Figure 1. PDN straps and rails (run 1).
Pins as bars on the die edge.
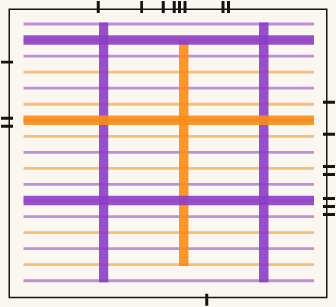
Figure 2. Cells coloured by class (run 1).
Scale bar: 20 um.
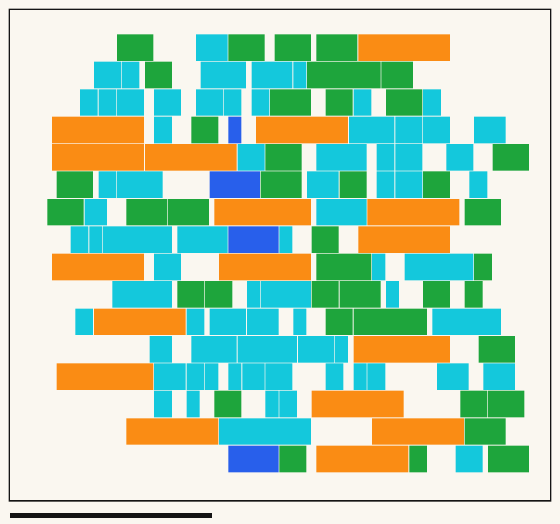
Figure 3. Clock distribution (run 1).
Scale bar: 20 um.
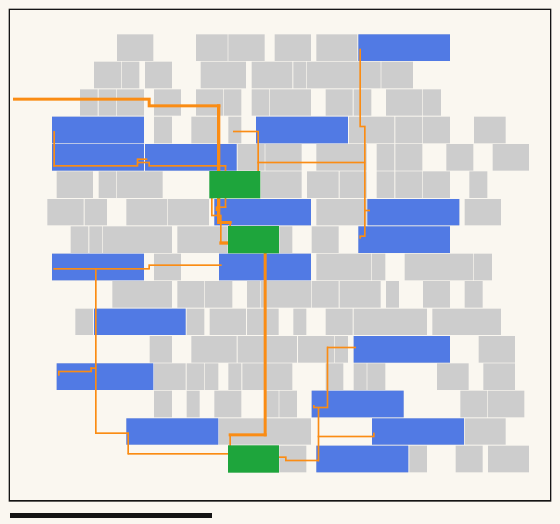
Figure 4. Wiring by layer (run 1).
Two of the layers only.
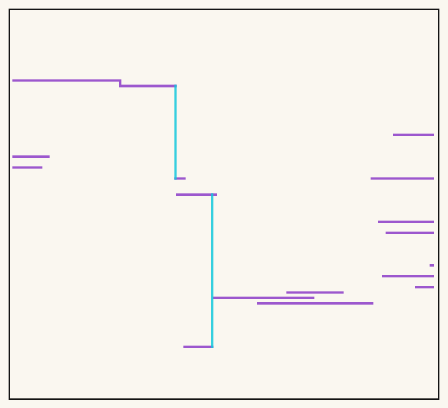
Design jk_drive_serializer_flat, sky130hd; sources not shown.
==> metrics.yaml, run 1 <==
run_status: "finished with violations"
violations: "negative setup slack"
synth-cells-yosys: 94
critical-path-top-delay-family: "flip-flops"
n_sequential_cell: 17
ys_top_logic_family: "AND-OR/OR-AND gates"
grtUsageMet3: 0.0370
cp.arrival_ns: 1.14
period_used_share: 1.34
synth.distinct_cells: 27
cp.required_ns: 0.80
grt-ovfl-total: 0
floorplan.nets: 109
whs_ns: 0.359
fmaxAchievable_ghz: 0.747
remaining_drc_errors: 0
diodes: 0
initialDrtViolationCount: 20
initial_antenna_violation_count: 0
synth_largest_type_area_fraction: 0.481
largest_register_ffs: 8
grt_max_degree: 18
synthSimpleGateAreaFrac: 0.204
ant_nets: 0
top_usage_layer: "met2"
slew_violations: 0
dp_hpwl_um: 1470
xor_share: 0
post_synth_inst_count: 94
power_per_cell_area_mw_per_mm2: 2720
clk_share: 0.0307
fraction_of_cell_area_in_non_clock_buffers: 0.261
cts_hold_repair.buffers: 0
worst_slack_ns: -0.339
regArea_um2: 429
clkSinkCount: 17
post_drt_via_cell_ratio: 5.30
layout.cells.most_common_list: "buf_4 (14), dfrtp_1 (14), clkdlybuf4s50_1 (11)"
edf_count: 0
drt_pass1_iterations: 4
power.total_mw: 3.99
post_cts_resized: 41
n_clock_buffer: 3
grt_use_total: 0.199
inverters_excl_clock: 4
area_dominant_class: "logic gates"
cts_root_buf: "clkbuf_8"
ff2ff_setup_slack_ns: -0.23
hp-class: "in2async"
dominantRegCellSynth: "dfrtp_1"
internal_power_mw: 2.45
gr-usage-met1: 0.265
cellLeakagePower_nw: 0.683
core.rowCount: 16
number_of_filler_instances_in_the_final_layout: 156
postCtsSetupRepairBufs: 3
top_level_ports: 19
synthDominantAreaCellType: "dfrtp_1"
setup-violations-final: 20
ys_warn_count: 0
synth-area-yosys_um2: 885
cts_buffer_depth: 2
layout.non_clock_buffers: 40
final_layout_size_suffix_gt1_frac: 0.418
dpl_cell_area_mm2: 0.00126
cp_num_cells: 3
top_cell: "dfrtp_1"
num-multi-input-gates: 69
gp_routability_congestion: 0.728
postSynthAreaPerCell_um2: 9.41
critPathKind: "reg2out"
path_max_fanout: 4
timing.slew.headroom: 0.786
netlist_top_cells_area: "dfrtp_1 (48%), a21oi_1 (6.8%), a22oi_1 (5.9%)"
detailedPlace.worstSlack_ns: -0.528
crit_path_top_delay_cell: "dfrtp_2"
setup_repair_after_global_routing_missed_its_margin: "yes"
clock_tree_from_tritoncts: "done"
ys_top_cells_by_count: "dfrtp_1 (17), a21oi_1 (12), nand2_1 (8), o21ai_1 (8)"
ys.flops: 17
cp-end-kind: "output pin"
synth.cellmix.compoundShare: 0.229
tap-cell-count: 27
cts-htree-levels: 1
mux_area_fraction: 0.0113
clkTransAtPathRegs_ns: 0.06
met3_length_um: 104
route.top_layer_used: "met4"
met2RoutedLength_um: 1090
worst_setup_path_start_kind: "flop"
area.share.combinational: 0.382
logic_area_um2: 562
wirelength_met1_um: 1040
finalSetupTns_ns: -3.95
numCtsBuffers: 3
port_buffers: 18
numPlacedInstances: 150
p_sw_frac: 0.387
seq-power_mw: 1.28
fp_util: 0.413
critical_path.max_stage_delay_ns: 0.44
combinational_power_share: 0.556
power_switching_mw: 1.55
gr-usage-met2: 0.315
timing.reg2reg.worst_path_depth: 4
die-area_mm2: 0.00260
ys_seq_frac: 0.481
finish.instance_area_mm2: 0.00147
synth-async-reset-ratio: 1.00
min_period_ns: 1.34
critPathBufInv: 1
log.warning_count: 30
relative_contribution_of_sequential_cells_to_total_power: 0.319
max_slew.worst_pin.slew_ns: 0.321
final_hold_viol_count: 0
syn2layout_area_growth_pct: 66.1
-- Figure 1 (at the start) --
legend:
  VSS:
    colour: purple
  VDD:
    colour: orange
signal pins: 19
rows: 16
met1 rails: 17
met4 straps: 3
Die W: 53.6 um
area of the core: 0.00214 mm2
height of the chip: 48.6 um
highest ir drop seen on vdd: 1.45 mV

-- Figure 2 (at the start) --
legend:
  flops:
    colour: orange
    cells: 17
  combinational and other logic:
    colour: cyan
    cells: 73
  other buffers and delay cells:
    colour: green
    cells: 40
  clock drivers and dummy loads:
    colour: blue
    cells: 4
final core utilization: 0.686
sequential cell area share: 0.292

-- Figure 3 (at the start) --
legend:
  clock wires:
    colour: orange
    length: 224 um
  clock drivers:
    colour: green
    count: 3
  flip-flops:
    colour: blue
    count: 17
routed clock nets: 4
insertion delay to the later sink of the worst-skew pair: 0.25 ns
Clock group: 499 uW
final worst clock skew: 0.000824 ns
relative contribution of the clock network to total power: 0.125

-- Figure 4 (at the start) --
legend:
  metal 3:
    colour: purple
    wire_length: 105 um
  metal 4:
    colour: cyan
    wire_length: 30.6 um
total number of vias: 854
total length of routed wires: 2260 um
Routed WL per cell: 14.1 um

==> run 2, diff against run 1 <==
Settings changed: HOLD_SLACK_MARGIN set to 0.08.
Figure 5. Wiring by layer (run 2).
Two of the layers only.
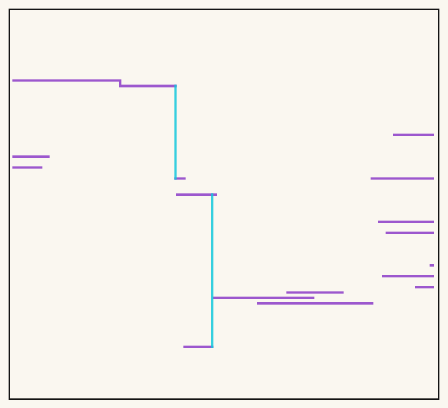
legend:
  metal 3:
    colour: purple
    wire_length: 105 um
  metal 4:
    colour: cyan
    wire_length: 30.6 um
GRT Resource Usage Total: 0.199

Figure 6. Cells coloured by class (run 2).
Scale bar: 20 um.
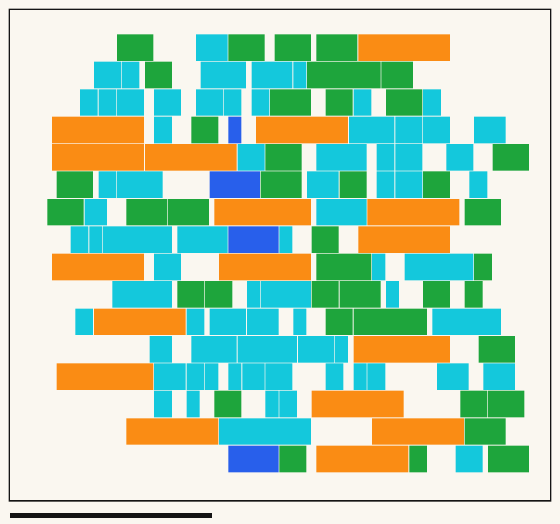
legend:
  other buffers and delay cells:
    colour: green
    cells: 40
  combinational and other logic:
    colour: cyan
    cells: 73
  flops:
    colour: orange
    cells: 17
  clock drivers and dummy loads:
    colour: blue
    cells: 4
Finished Cell Area: 0.00147 mm2
cell row count: 16

==> run 2 against run 1 <==
Effect of this change: the run still ends with negative setup slack left; via count is the same; clock skew is the same; register-to-register slack is essentially flat; clock power is essentially flat; worst setup slack is the same; final cell count is the same; first-iteration DRC count is the same; fmax is the same; non-clock buffer count is the same; clock-buffer cell count is the same; highest routed layer unchanged.
==> metrics.yaml, run 2 <==
route.top_layer_used: "met4"
critical-path-top-delay-family: "flip-flops"
n_clock_buffer: 3  # unchanged
top_level_ports: 19  # unchanged
ys_top_logic_family: "AND-OR/OR-AND gates"
clock_power_share: 0.125  # about the same
gr-usage-met1: 0.265  # unchanged
numCtsBuffers: 3  # unchanged
floorplan.nets: 109  # unchanged
clkTransAtPathRegs_ns: 0.06  # about the same
power_per_cell_area_mw_per_mm2: 2720  # unchanged
fmaxAchievable_ghz: 0.747  # unchanged
met2RoutedLength_um: 1090  # unchanged
die-area_mm2: 0.00260  # unchanged
regArea_um2: 429  # unchanged
n_sequential_cell: 17  # unchanged
synth_largest_type_area_fraction: 0.481  # unchanged
synth-area-yosys_um2: 885  # unchanged
post_cts_resized: 41  # unchanged
setup_repair_after_global_routing_missed_its_margin: "yes"
fp.dieH_um: 48.6  # unchanged
placeableCoreArea_mm2: 0.00214  # unchanged
cts_hold_repair.buffers: 0  # unchanged
internal_power_mw: 2.45  # unchanged
remaining_drc_errors: 0  # unchanged
cp.arrival_ns: 1.14  # about the same
post_synth_inst_count: 94  # unchanged
postRouteWirelength_um: 2260  # unchanged
logic_area_um2: 562  # unchanged
layout.non_clock_buffers: 40  # unchanged
finalSetupTns_ns: -3.95  # unchanged
met3_length_um: 104  # unchanged
hp-class: "in2async"
drt_pass1_iterations: 4  # unchanged
initial_antenna_violation_count: 0  # unchanged
timing.reg2reg.worst_path_depth: 4  # unchanged
grt-ovfl-total: 0  # unchanged
dp_hpwl_um: 1470  # unchanged
power.total_mw: 3.99  # unchanged
fraction_of_cell_area_in_non_clock_buffers: 0.261  # unchanged
largest_register_ffs: 8  # unchanged
period_used_share: 1.34  # unchanged
synth.distinct_cells: 27  # unchanged
clock_power_uw: 499  # about the same
power_switching_mw: 1.55  # unchanged
area.share.combinational: 0.382  # unchanged
synthSimpleGateAreaFrac: 0.204  # unchanged
ys_top_cells_by_count: "dfrtp_1 (17), a21oi_1 (12), nand2_1 (8), o21ai_1 (8)"
routed_wire_length_per_instance_um: 14.1  # unchanged
num-multi-input-gates: 69  # unchanged
clkSinkCount: 17  # unchanged
edf_count: 0  # unchanged
detailedPlace.worstSlack_ns: -0.528  # unchanged
p_sw_frac: 0.387  # unchanged
seq-power_mw: 1.28  # about the same
path_max_fanout: 4  # unchanged
worst_setup_path_start_kind: "flop"
dominantRegCellSynth: "dfrtp_1"
crit_path_top_delay_cell: "dfrtp_2"
synthDominantAreaCellType: "dfrtp_1"
tap-cell-count: 27  # unchanged
vdd.ir_drop.worst_mv: 1.45  # unchanged
worst_slack_ns: -0.339  # unchanged
ys.flops: 17  # unchanged
synth.cellmix.compoundShare: 0.229  # unchanged
ant_nets: 0  # unchanged
combinational_power_share: 0.556  # about the same
syn2layout_area_growth_pct: 66.1  # unchanged
postCtsSetupRepairBufs: 3  # unchanged
layout.cells.most_common_list: "buf_4 (14), dfrtp_1 (14), clkdlybuf4s50_1 (11)"
setup-violations-final: 20  # unchanged
min_period_ns: 1.34  # unchanged
netlist_top_cells_area: "dfrtp_1 (48%), a21oi_1 (6.8%), a22oi_1 (5.9%)"
gp_routability_congestion: 0.728  # unchanged
violations: "negative setup slack"
cellLeakagePower_nw: 0.683  # unchanged
cp_num_cells: 3  # unchanged
cts_root_buf: "clkbuf_8"
critPathKind: "reg2out"
skew_ns: 0.000824  # unchanged
run_status: "finished with violations"
relative_contribution_of_sequential_cells_to_total_power: 0.319  # about the same
vias: 854  # unchanged
dpl_cell_area_mm2: 0.00126  # unchanged
whs_ns: 0.359  # unchanged
No activity file was given, so power comes from the tool's default toggle rates.
